==> src/rtl/sgd_weight_updater.sv <==
// SGD consumer of the gradient bank: w <= sat(w - ((lr*g) >>> FRACTIONAL_BITS)), then clears g.
// Optional gradient clipping to +/-CLIP_LIMIT when `GRAD_CLIP_EN is defined.
module sgd_weight_updater #(
  parameter int unsigned FIXED_BITS      = 8,
  parameter int unsigned FRACTIONAL_BITS = 8,
  parameter int unsigned NUM_WEIGHTS     = 16,
  parameter int unsigned ADDR_W          = 4,
  parameter logic [FIXED_BITS+FRACTIONAL_BITS-1:0] CLIP_LIMIT =
    (FIXED_BITS+FRACTIONAL_BITS)'(16'h0400)
) (
  input  logic                                             clk,
  input  logic                                             rst_n,
  input  logic                                             start,
  input  logic signed [FIXED_BITS+FRACTIONAL_BITS-1:0]     learning_rate,
  output logic                                             busy,
  output logic                                             done,
  output logic        [ADDR_W-1:0]                         idx,
  output logic                                             grad_rd_en,
  input  logic signed [FIXED_BITS+FRACTIONAL_BITS-1:0]     grad_rdata,
  output logic                                             grad_clear_en,
  output logic                                             w_rd_en,
  input  logic signed [FIXED_BITS+FRACTIONAL_BITS-1:0]     w_rdata,
  output logic                                             w_wr_en,
  output logic signed [FIXED_BITS+FRACTIONAL_BITS-1:0]     w_wdata
);

  localparam int unsigned W   = FIXED_BITS + FRACTIONAL_BITS;
  localparam int unsigned P_W = 2 * W;
  localparam int unsigned D_W = W + FIXED_BITS + 1;

  localparam logic [2:0] S_IDLE  = 3'd0;
  localparam logic [2:0] S_READ  = 3'd1;
  localparam logic [2:0] S_CALC  = 3'd2;
  localparam logic [2:0] S_WRITE = 3'd3;
  localparam logic [2:0] S_DONE  = 3'd4;

  localparam logic [ADDR_W-1:0] LAST_IDX = ADDR_W'(NUM_WEIGHTS - 1);

  localparam logic signed [D_W-1:0] SAT_MAX = D_W'(2**(W-1) - 1);
  localparam logic signed [D_W-1:0] SAT_MIN = D_W'(-(2**(W-1)));

  localparam logic signed [W-1:0] CLIP_POS = CLIP_LIMIT;
  localparam logic signed [W-1:0] CLIP_NEG = -CLIP_POS;

`ifdef GRAD_CLIP_EN
  localparam bit CLIP_ON = 1'b1;
`else
  localparam bit CLIP_ON = 1'b0;
`endif

  logic [2:0]              state, state_nxt;
  logic [ADDR_W-1:0]       idx_nxt;
  logic signed [W-1:0]     lr_q, lr_nxt;
  logic signed [W-1:0]     w_wdata_nxt;
  logic                    busy_nxt, done_nxt;
  logic                    grad_rd_en_nxt, w_rd_en_nxt;
  logic                    grad_clear_en_nxt, w_wr_en_nxt;

  logic signed [W-1:0]     g_use;
  logic signed [P_W-1:0]   prod;
  logic signed [P_W-1:0]   shifted;
  logic signed [D_W-1:0]   diff;
  logic signed [W-1:0]     upd;

  // Update datapath: optional clip, full-precision product, floor shift, saturating subtract
  always_comb begin
    g_use = grad_rdata;
    if (CLIP_ON) begin
      if (grad_rdata > CLIP_POS) begin
        g_use = CLIP_POS;
      end else if (grad_rdata < CLIP_NEG) begin
        g_use = CLIP_NEG;
      end
    end
    prod    = P_W'(lr_q) * P_W'(g_use);
    shifted = prod >>> FRACTIONAL_BITS;
    diff    = D_W'(w_rdata) - D_W'(shifted);
    if (diff > SAT_MAX) begin
      upd = {1'b0, {(W-1){1'b1}}};
    end else if (diff < SAT_MIN) begin
      upd = {1'b1, {(W-1){1'b0}}};
    end else begin
      upd = diff[W-1:0];
    end
  end

  // Next-state and next-output logic; every output is registered from these
  always_comb begin
    state_nxt         = state;
    idx_nxt           = idx;
    lr_nxt            = lr_q;
    w_wdata_nxt       = w_wdata;
    done_nxt          = 1'b0;
    grad_rd_en_nxt    = 1'b0;
    w_rd_en_nxt       = 1'b0;
    grad_clear_en_nxt = 1'b0;
    w_wr_en_nxt       = 1'b0;

    case (state)
      S_IDLE: begin
        if (start) begin
          lr_nxt         = learning_rate;
          idx_nxt        = '0;
          state_nxt      = S_READ;
          grad_rd_en_nxt = 1'b1;
          w_rd_en_nxt    = 1'b1;
        end
      end
      S_READ: begin
        state_nxt = S_CALC;
      end
      S_CALC: begin
        w_wdata_nxt       = upd;
        w_wr_en_nxt       = 1'b1;
        grad_clear_en_nxt = 1'b1;
        state_nxt         = S_WRITE;
      end
      S_WRITE: begin
        if (idx == LAST_IDX) begin
          state_nxt = S_DONE;
          done_nxt  = 1'b1;
        end else begin
          idx_nxt        = idx + ADDR_W'(1);
          state_nxt      = S_READ;
          grad_rd_en_nxt = 1'b1;
          w_rd_en_nxt    = 1'b1;
        end
      end
      S_DONE: begin
        idx_nxt   = '0;
        state_nxt = S_IDLE;
      end
      default: begin
        idx_nxt   = '0;
        state_nxt = S_IDLE;
      end
    endcase

    busy_nxt = (state_nxt != S_IDLE);
  end

  always_ff @(posedge clk or negedge rst_n) begin
    if (!rst_n) begin
      state         <= S_IDLE;
      idx           <= '0;
      lr_q          <= '0;
      w_wdata       <= '0;
      busy          <= 1'b0;
      done          <= 1'b0;
      grad_rd_en    <= 1'b0;
      w_rd_en       <= 1'b0;
      grad_clear_en <= 1'b0;
      w_wr_en       <= 1'b0;
    end else begin
      state         <= state_nxt;
      idx           <= idx_nxt;
      lr_q          <= lr_nxt;
      w_wdata       <= w_wdata_nxt;
      busy          <= busy_nxt;
      done          <= done_nxt;
      grad_rd_en    <= grad_rd_en_nxt;
      w_rd_en       <= w_rd_en_nxt;
      grad_clear_en <= grad_clear_en_nxt;
      w_wr_en       <= w_wr_en_nxt;
    end
  end

endmodule

==> config.mk <==
export PLATFORM = sky130hd
export DESIGN_NAME = sgd_weight_updater
export DESIGN_NICKNAME = d
export VERILOG_FILES = /design/src/rtl/sgd_weight_updater.sv
export SDC_FILE = /design/constraint.sdc
export NUM_CORES = 1
export LEC_CHECK = 0
export ABC_CLOCK_PERIOD_IN_PS = 27800
export CORE_MARGIN = 1
export CORE_UTILIZATION = 50
export CTS_CLUSTER_DIAMETER = 120
export DETAILED_ROUTE_END_ITERATION = 6
export PLACE_DENSITY = 0.79
export SYNTH_ARGS = -nofsm -noshare
export SYNTH_HDL_FRONTEND = slang
export SYNTH_SLANG_ARGS = --single-unit
==> constraint.sdc <==
create_clock -name clk -period 27.8 [get_ports clk]
set_input_delay 8.34 -clock clk [delete_from_list [all_inputs] [get_ports clk]]
set_output_delay 8.34 -clock clk [all_outputs]
set_load 0.03 [all_outputs]
==> flow_metrics.py <==
# Synthesis and PnR figures
metrics = {
    "global_routing": {
        "grt_start_max_net_pins": 44,
        "grt_usage_pct": 24.3,
        "grt_first_pass_wirelength_um": 49500,
        "antenna_found_initial": 1,
        "grt_pass1_vias": 9984,
    },
    "sta": {
        "timing.hold.ws_ns": 0.497,
        "rsz0062_at_grt": "no",
        "finalHoldViolCount": 0,
        "finalClockSkew_ns": 0.00753,
        "finalClockPeriodUsage_pct": 65.6,
        "max_freq_mhz": 54.9,
        "period_minus_slack_ns": 18.23,
        "worst_pin_slew_ns": 0.971,
        "tns_ns": 0,
        "setup_viol": 0,
        "slew_headroom_pct": 35.3,
    },
    "clock_network": {
        "root_buffer": "clkbuf_16",
        "clkTransAtPathRegs_ns": 0.06,
        "clk_latency_ns": 0.28,
        "cts_max_level": 2,
        "cts_resized": 0,
        "tritoncts": "built",
        "hold_buffers": 0,
    },
    "synthesis": {
        "yosys_area_um2": 12400,
        "ys_types": 62,
        "synth_nets": 1749,
        "ys_ff": 43,
        "syn_inst": 1332,
        "flop_cell": "dfrtp_1",
        "synthArstFlopShare_pct": 100,
        "largest_area_cell": "fa_1",
        "ys_top_logic_family": "adder cells",
        "compound_area_share_pct": 8.05,
        "ys_cells": 1332,
        "topCellsByArea": "fa_1 (42%), ha_1 (11%), dfrtp_1 (8.7%), inv_1 (8.4%), and2_1 (6.1%)",
        "ys_sh_mux_pct": 1.54,
        "seq_area_frac_synth_pct": 8.70,
        "synthAdderAreaFrac_pct": 52.9,
        "common_cells": "inv_1 (278), fa_1 (262), nand2_1 (170), and2_1 (121), ha_1 (104)",
    },
    "routing": {
        "drt-initial-drc-count": 569,
        "avgViaCountPerCell": 5.42,
        "drc_errors": 0,
        "post_drt_wl_per_cell_um": 16.8,
        "ant_nets": 0,
    },
    "floorplan": {
        "dieHeight_um": 159,
        "die_width_um": 159,
    },
    "worst_setup_path": {
        "cp-end-kind": "flop",
        "cp.arrival_ns": 18.33,
        "crit_fanout": 16,
        "cpMaxStageDelayCell": "clkdlybuf4s50_1",
        "critPathLaunchType": "input pin",
        "crit_path_frequent_cell": "fa_1",
    },
    "final_layout": {
        "drive_gt1_share_pct": 2.98,
        "area_growth_pct": 9.43,
    },
    "run": {
        "drv_cap": 0,
        "warnings": 26,
    },
    "outcome": {
        "status": "finished, final reports clean",
    },
    "placement": {
        "dp_hpwl_um": 24500,
        "gp_congestion": 0.875,
        "io_buffers": 76,
    },
    "hold_path": {
        "min_path_cells": 2,
    },
}
[state kept, by name (all words and copies together) (netlist names)]
| signal | count |
|---|---|
| w_wr_en | 1 |
| busy | 1 |
| done | 1 |
| w_rd_en | 1 |
| idx | 4 |
| lr_q | 16 |
| w_wdata | 16 |
| state | 3 |
[final cells by class]
class	instances	area, µm²
tap	324	405
timing repair buffer	78	771
clock inverter	2	37.5
multi-input combinational	968	10100
inverter	278	1040
antenna	1	2.50
fill	2099	10800
sequential	43	1080
clock buffer	5	125
[layer usage]
layer	wire (µm)	track usage (%)	part of all wire [%]
met5	0	0	0
met4	879	8.17	3.1
met3	1380	2.21	4.8
met2	14800	42.5	52
met1	11600	31.9	40
[path summary, 6_finish.rpt]
check,start,to,slack (ns)
worst max-delay path,grad_rdata[1],w_wdata[2]$_DFFE_PN0P_,9.57
worst min register to register,w_wdata[15]$_DFFE_PN0P_,w_wdata[15]$_DFFE_PN0P_,0.50
max in group asynchronous,rst_n,lr_q[11]$_DFFE_PN0P_,18.97
worst min-delay path,w_wdata[15]$_DFFE_PN0P_,w_wdata[15]$_DFFE_PN0P_,0.50
min in group asynchronous,rst_n,w_wdata[15]$_DFFE_PN0P_,8.21
worst max register to register,lr_q[6]$_DFFE_PN0P_,w_wdata[2]$_DFFE_PN0P_,17.78
[cells in the final DEF (no fill, tap or decap), types with 2 or more instances in the layout]
cell             instances
inv_1                  278
fa_1                   262
nand2_1                170
and2_1                 121
ha_1                   104
clkdlybuf4s50_1         75
nor2_1                  47
dfrtp_1                 43
xnor2_1                 30
a21oi_1                 29
o21ai_0                 23
a21o_1                  16
mux2_2                  16
nand2b_1                15
xor2_1                  15
nand3_1                 14
o21a_1                  11
o211ai_1                11
nor2b_1                  7
nor3_1                   6
a31oi_1                  5
o311ai_0                 5
a211oi_1                 5
clkbuf_16                5
or3_1                    4
nand4_1                  3
o21bai_1                 3
a41oi_1                  3
or2_2                    3
or4_1                    3
o211ai_2                 3
a221o_1                  2
and4_1                   2
o31a_1                   2
o211a_1                  2
and3_2                   2
buf_4                    2
[per-stage QoR]
| stage | setup WS (ns) | utilization (%) | std cells | cell area (µm²) |
|---|---|---|---|---|
| 2_1_floorplan | 11.13 | - | 1332 | 12400 |
| 3_3_place_gp | 9.65 | 55.0 | 1691 | 13400 |
| 3_5_place_dp | 9.34 | 55.0 | 1691 | 13400 |
| 4_1_cts | 9.62 | 55.7 | 1698 | 13500 |
| 5_1_grt | 8.94 | 55.7 | 1699 | 13500 |
| 6_report | 9.57 | 55.7 | 1699 | 13500 |
[worst min-delay path, cell delays in order, from the launching register on]
cell	delay, ns
dfrtp_1	0.34
nor2_1	0.05
nor2_1	0.07
**Supply network**

Scale bar: 50 µm. Pins as bars on the die edge. Tap cells in gray.
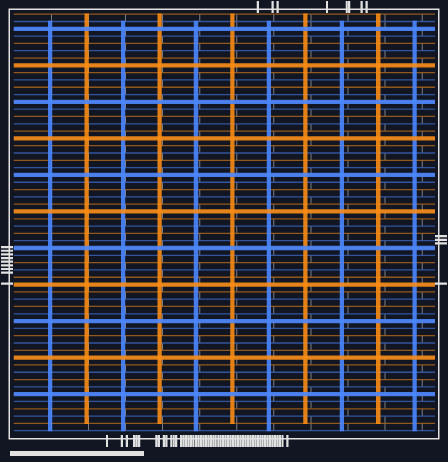
Key: VSS = blue; VDD = orange
The core has 57 rows. 77 signal pins sit on the boundary.

**Placed cells, one color a class**

Scale bar: 50 µm.
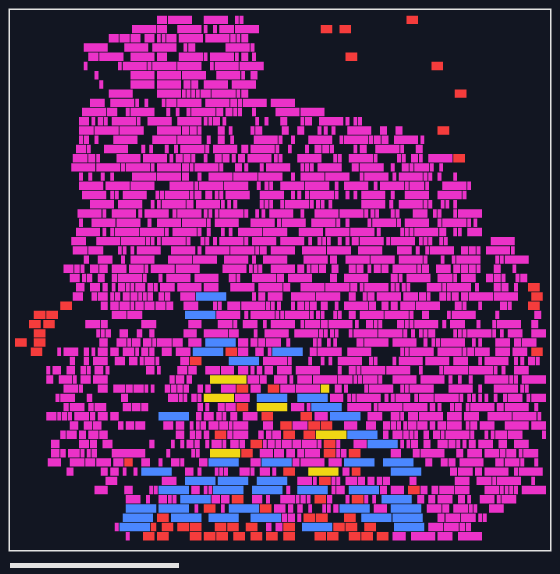
Key: combinational and other logic = magenta [cells 1246, share of their area 85%]; clock drivers and dummy loads = yellow [cells 7, share of their area 1.2%]; remaining buffers and delay cells = red [cells 78, share of their area 5.9%]; sequential cells = blue [cells 43, share of their area 8.2%]
final instance area: 13500 µm²
core area: 24300 µm²

**Clock wires, drivers and flops**

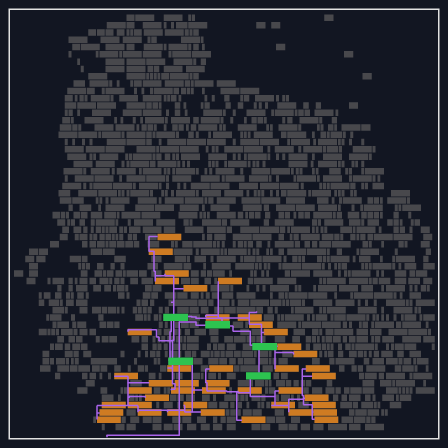
Key: flip-flops = orange [count 43]; clock wires = purple [length 551 µm]; clock drivers = green [count 5]
Position of the flops: bottom middle. There are 6 routed clock nets.

**Metal layers overlaid**

Scale bar: 50 µm. Two of the layers only.
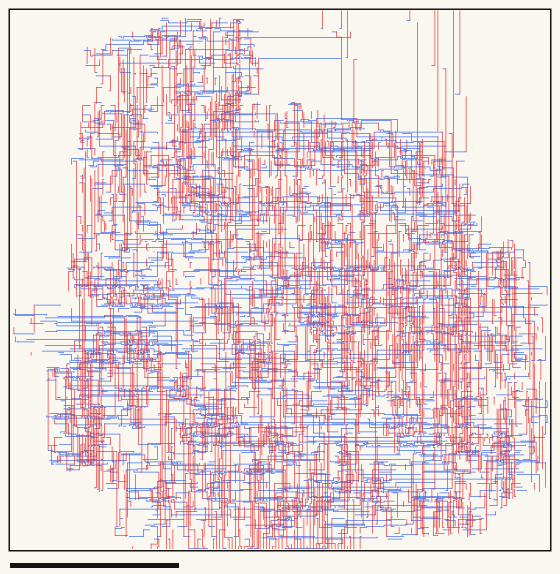
Key: metal 2 = red [wire length 14800 µm]; metal 1 = blue [wire length 11600 µm]
DR vias: 9203
routed wire length: 28600 µm

**Cell placement**

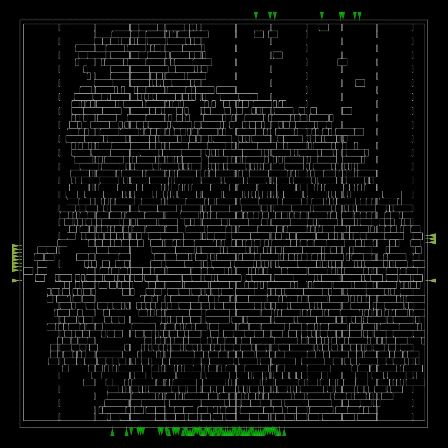
Cell Count, Final, Fillers Out: 1699
Seq/total area: 7.95%
# fillers: 2099
row count: 57

